==> src/rtl/regfile_wb_arbiter.sv <==
// Register-file write-port arbiter that merges ALU results with buffered long-latency results and keeps a pending scoreboard.
// Optional macro WB_CONTENTION_CNT_EN adds contention_cnt_o, which counts cycles where the ALU wins over a non-empty FIFO.
module regfile_wb_arbiter #(
  parameter int unsigned XLEN       = 64,
  parameter int unsigned FIFO_DEPTH = 4
) (
  input  logic                          clk_i,
  input  logic                          rst_i,
  input  logic                          alu_valid_i,
  input  logic [4:0]                    alu_rd_i,
  input  logic [XLEN-1:0]               alu_data_i,
  input  logic                          lsu_valid_i,
  output logic                          lsu_ready_o,
  input  logic [4:0]                    lsu_rd_i,
  input  logic [XLEN-1:0]               lsu_data_i,
  input  logic                          issue_valid_i,
  input  logic [4:0]                    issue_rd_i,
  input  logic                          flush_i,
  output logic                          wr_reg_en_o,
  output logic [4:0]                    rd_o,
  output logic [XLEN-1:0]               rd_data_o,
  output logic [31:0]                   pending_o,
  output logic [$clog2(FIFO_DEPTH):0]   fifo_count_o
`ifdef WB_CONTENTION_CNT_EN
  ,
  output logic [31:0]                   contention_cnt_o
`endif
);

  localparam int unsigned AW = $clog2(FIFO_DEPTH);
  localparam int unsigned CW = AW + 1;

  logic [XLEN-1:0] r_fifo_data [FIFO_DEPTH];
  logic [4:0]      r_fifo_rd   [FIFO_DEPTH];
  logic [AW-1:0]   r_wptr;
  logic [AW-1:0]   r_rptr;
  logic [CW-1:0]   r_count;
  logic            r_wr_en;
  logic [4:0]      r_rd;
  logic [XLEN-1:0] r_data;
  logic [31:0]     r_pending;

  logic            w_alu_sel;
  logic            w_fifo_empty;
  logic            w_xfer;
  logic            w_pop;
  logic            w_bypass;
  logic            w_push;
  logic [4:0]      w_head_rd;
  logic [XLEN-1:0] w_head_data;
  logic [31:0]     w_set_mask;
  logic [31:0]     w_clr_mask;

  // Ready depends only on the registered count, so a pop never frees a slot in the same cycle.
  assign lsu_ready_o  = (r_count < CW'(FIFO_DEPTH));
  assign w_fifo_empty = (r_count == '0);
  assign w_alu_sel    = alu_valid_i && (alu_rd_i != 5'd0);
  assign w_xfer       = lsu_valid_i && lsu_ready_o && !flush_i;
  assign w_pop        = !w_alu_sel && !w_fifo_empty && !flush_i;
  assign w_bypass     = !w_alu_sel && w_fifo_empty && w_xfer && (lsu_rd_i != 5'd0);
  assign w_push       = w_xfer && (lsu_rd_i != 5'd0) && !w_bypass;
  assign w_head_rd    = r_fifo_rd[r_rptr];
  assign w_head_data  = r_fifo_data[r_rptr];

  always_comb begin
    w_set_mask = '0;
    w_clr_mask = '0;
    if (issue_valid_i && (issue_rd_i != 5'd0))
      w_set_mask[issue_rd_i] = 1'b1;
    if (w_pop)
      w_clr_mask[w_head_rd] = 1'b1;
    if (w_bypass)
      w_clr_mask[lsu_rd_i] = 1'b1;
  end

  always_ff @(posedge clk_i) begin
    if (w_push) begin
      r_fifo_data[r_wptr] <= lsu_data_i;
      r_fifo_rd[r_wptr]   <= lsu_rd_i;
    end
  end

  always_ff @(posedge clk_i or posedge rst_i) begin
    if (rst_i) begin
      r_wptr  <= '0;
      r_rptr  <= '0;
      r_count <= '0;
    end else if (flush_i) begin
      r_wptr  <= '0;
      r_rptr  <= '0;
      r_count <= '0;
    end else begin
      if (w_push)
        r_wptr <= r_wptr + AW'(1);
      if (w_pop)
        r_rptr <= r_rptr + AW'(1);
      if (w_push && !w_pop)
        r_count <= r_count + CW'(1);
      else if (w_pop && !w_push)
        r_count <= r_count - CW'(1);
    end
  end

  // Priority is ALU, then FIFO head, then bypass; with no winner the address and data hold.
  always_ff @(posedge clk_i or posedge rst_i) begin
    if (rst_i) begin
      r_wr_en <= 1'b0;
      r_rd    <= '0;
      r_data  <= '0;
    end else begin
      r_wr_en <= 1'b0;
      if (w_alu_sel) begin
        r_wr_en <= 1'b1;
        r_rd    <= alu_rd_i;
        r_data  <= alu_data_i;
      end else if (w_pop) begin
        r_wr_en <= 1'b1;
        r_rd    <= w_head_rd;
        r_data  <= w_head_data;
      end else if (w_bypass) begin
        r_wr_en <= 1'b1;
        r_rd    <= lsu_rd_i;
        r_data  <= lsu_data_i;
      end
    end
  end

  // Set is applied after clear so a same-cycle issue keeps the register pending.
  always_ff @(posedge clk_i or posedge rst_i) begin
    if (rst_i)
      r_pending <= '0;
    else if (flush_i)
      r_pending <= '0;
    else
      r_pending <= ((r_pending & ~w_clr_mask) | w_set_mask) & ~32'd1;
  end

`ifdef WB_CONTENTION_CNT_EN
  logic [31:0] r_contention_cnt;

  always_ff @(posedge clk_i or posedge rst_i) begin
    if (rst_i)
      r_contention_cnt <= '0;
    else if (w_alu_sel && !w_fifo_empty && (r_contention_cnt != '1))
      r_contention_cnt <= r_contention_cnt + 32'd1;
  end

  assign contention_cnt_o = r_contention_cnt;
`endif

  assign wr_reg_en_o  = r_wr_en;
  assign rd_o         = r_rd;
  assign rd_data_o    = r_data;
  assign pending_o    = r_pending;
  assign fifo_count_o = r_count;

endmodule
==> config.mk <==
export PLATFORM = sky130hd
export DESIGN_NAME = regfile_wb_arbiter
export DESIGN_NICKNAME = d
export VERILOG_FILES = /design/src/rtl/regfile_wb_arbiter.sv
export SDC_FILE = /design/constraint.sdc
export NUM_CORES = 1
export LEC_CHECK = 0
export ABC_AREA = 1
export CORE_ASPECT_RATIO = 1.25
export CORE_MARGIN = 2
export CORE_UTILIZATION = 49
export DETAILED_ROUTE_END_ITERATION = 8
export PLACE_DENSITY = 0.81
export SLEW_MARGIN = 20
export SYNTH_ARGS = -nofsm -noshare
export SYNTH_HDL_FRONTEND = slang
export SYNTH_SLANG_ARGS = --single-unit
==> constraint.sdc <==
create_clock -name clk_i -period 4.5 [get_ports clk_i]
set_input_delay 0.9 -clock clk_i [delete_from_list [all_inputs] [get_ports clk_i]]
set_output_delay 0.9 -clock clk_i [all_outputs]
set_load 0.01 [all_outputs]
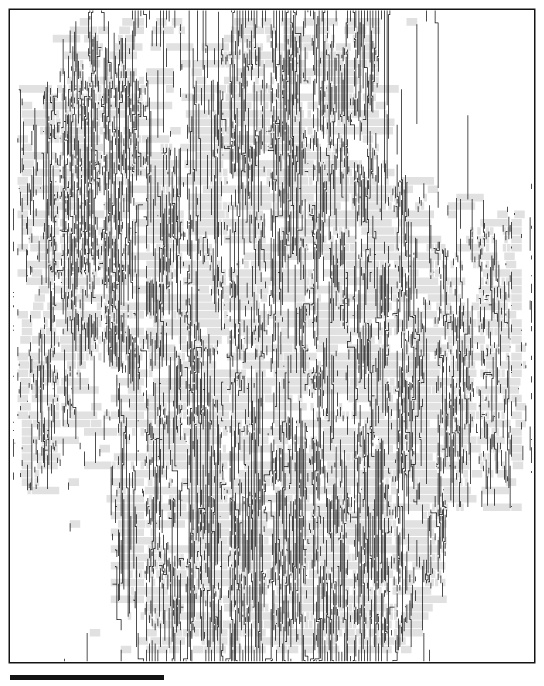
**Above:** signal wires on met2.
Scale bar: 50 microns.
share of all routed wire: 51%
wire length on this layer: 22.8 mm
longest straight run: 93.7 microns
main direction: vertical
detailed-route via count: 13400
met2 layer usage reported by global route: 43.3%

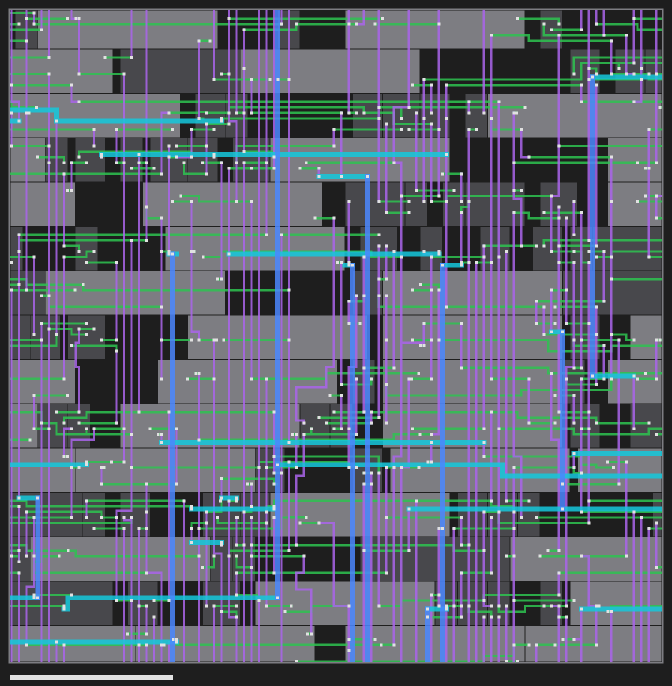
**Above:** close-up of the layout.
Scale bar: 10 microns. Region (65, 44) to (105, 84) microns. Cells in grey, sequential cells in the stronger grey; small squares are vias.
| colour | layer |
|---|---|
| cyan | M3 |
| blue | M4 |
| green | M1 |
| purple | M2 |
sequential cells in the window: 28
most frequent: edfxtp_1 (28), o21ai_0 (21), nor2_1 (19)
cells with their middle in the window: 94
netlist names of flops here include: r_fifo_data (28)

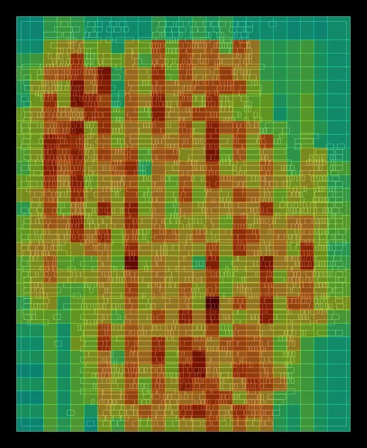
**Above:** track usage over the die.
met1 layer usage reported by global route: 29.7%
global routing's busiest layer: met2
overall fraction of global-route tracks in use: 24.5%

==> impl_metrics.ini <==
; flow metrics
[outcome]
run_status = completed

[power]
post-layout-total-power_mw = 10.4
netSwitchingPower_mw = 3.23
power_frac_comb_pct = 26.1
total_leakage_power_nw = 7.93
swShare_pct = 31.1

[placed_design]
routability_driven_placement_congestion_ratio = 0.906

[floorplan]
dieWidth_microns = 170

[logic_synthesis]
synth.area.top_cells = sky130_fd_sc_hd__edfxtp_1, sky130_fd_sc_hd__dfrtp_1, sky130_fd_sc_hd__nor2_1
synth.cells.most_frequent = sky130_fd_sc_hd__nor2_1, sky130_fd_sc_hd__nand2_1, sky130_fd_sc_hd__edfxtp_1
gate_count_of_the_mapped_netlist = 1750
yosysWarningCount = 0
synth.most_common_cell = sky130_fd_sc_hd__nor2_1
xor_area_share_pct = 0.0517
yosys_cells = 1750
top_cell_area_share_pct = 48.9
floorplan.nets = 1904
mux_area_share_pct = 0

[layout]
top_register = r_fifo_data
n_multi_input_combinational_cell = 1202
area_share_clock_buf_inv_pct = 6.12
top_cell_category = flip-flops and latches
final-nonclk-buf-share_pct = 13.2
final_layout_top_logic_cell = sky130_fd_sc_hd__nor2_1

[routing]
met1Wirelength_microns = 17300
drt-pass1-iter-count = 5
post_route_drc = 0
viasPerCell = 5.42

[timing]
finalHoldWorstSlack_ns = 0.481
report.final.hold_viol_count = 0

[global_route]
grt-ovfl-total = 0
gr-usage-met3_pct = 4.19

[clocking]
root_buffer = sky130_fd_sc_hd__clkbuf_16

[setup_path]
rr_endpoint = rd_data_o[58]
crit_path_end_kind = flip-flop
worstRegToRegCells = 7
worstSetupStartpoint = lsu_rd_i[2]
timing.critical_path.slowest_cell_delay_ns = 0.71
crit-reg2reg-launch = r_rptr[0]
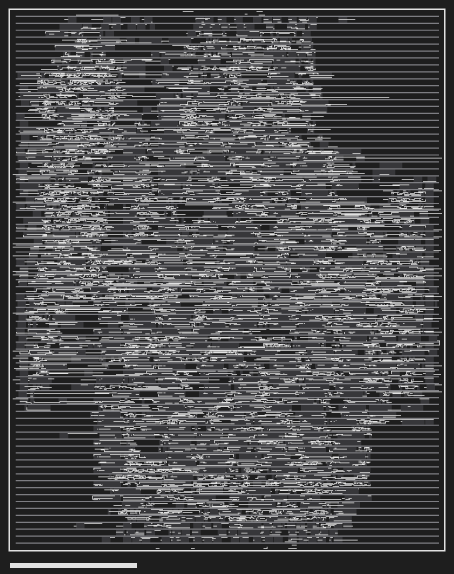
**Above:** the metal 1 layer.
Scale bar: 50 microns. Supply wires on this layer in grey.
longest straight run: 61.2 microns
wire length on this layer: 17300 microns
Final Routed Wirelength: 44300 microns

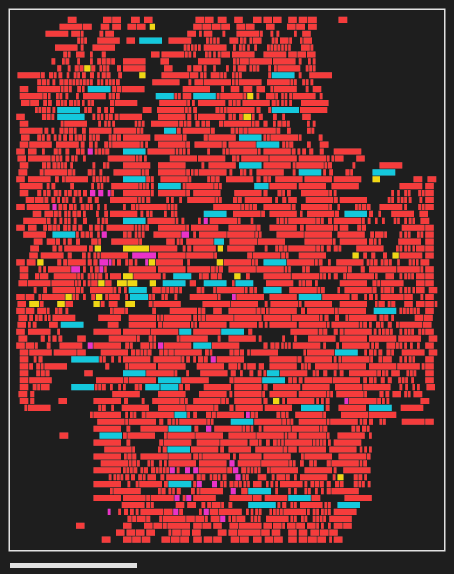
**Above:** cells by drive strength.
Scale bar: 50 microns.
| colour | size | cells | share |
|---|---|---|---|
| red | x1 and smaller | 1873 | 94% |
| yellow | x3 and x4 | 28 | 1.4% |
| magenta | x2 | 36 | 1.8% |
| cyan | x6 and larger | 58 | 2.9% |
Area growth, synth to finish: 25.1%
non-clock buffer instance count of the final layout: 275

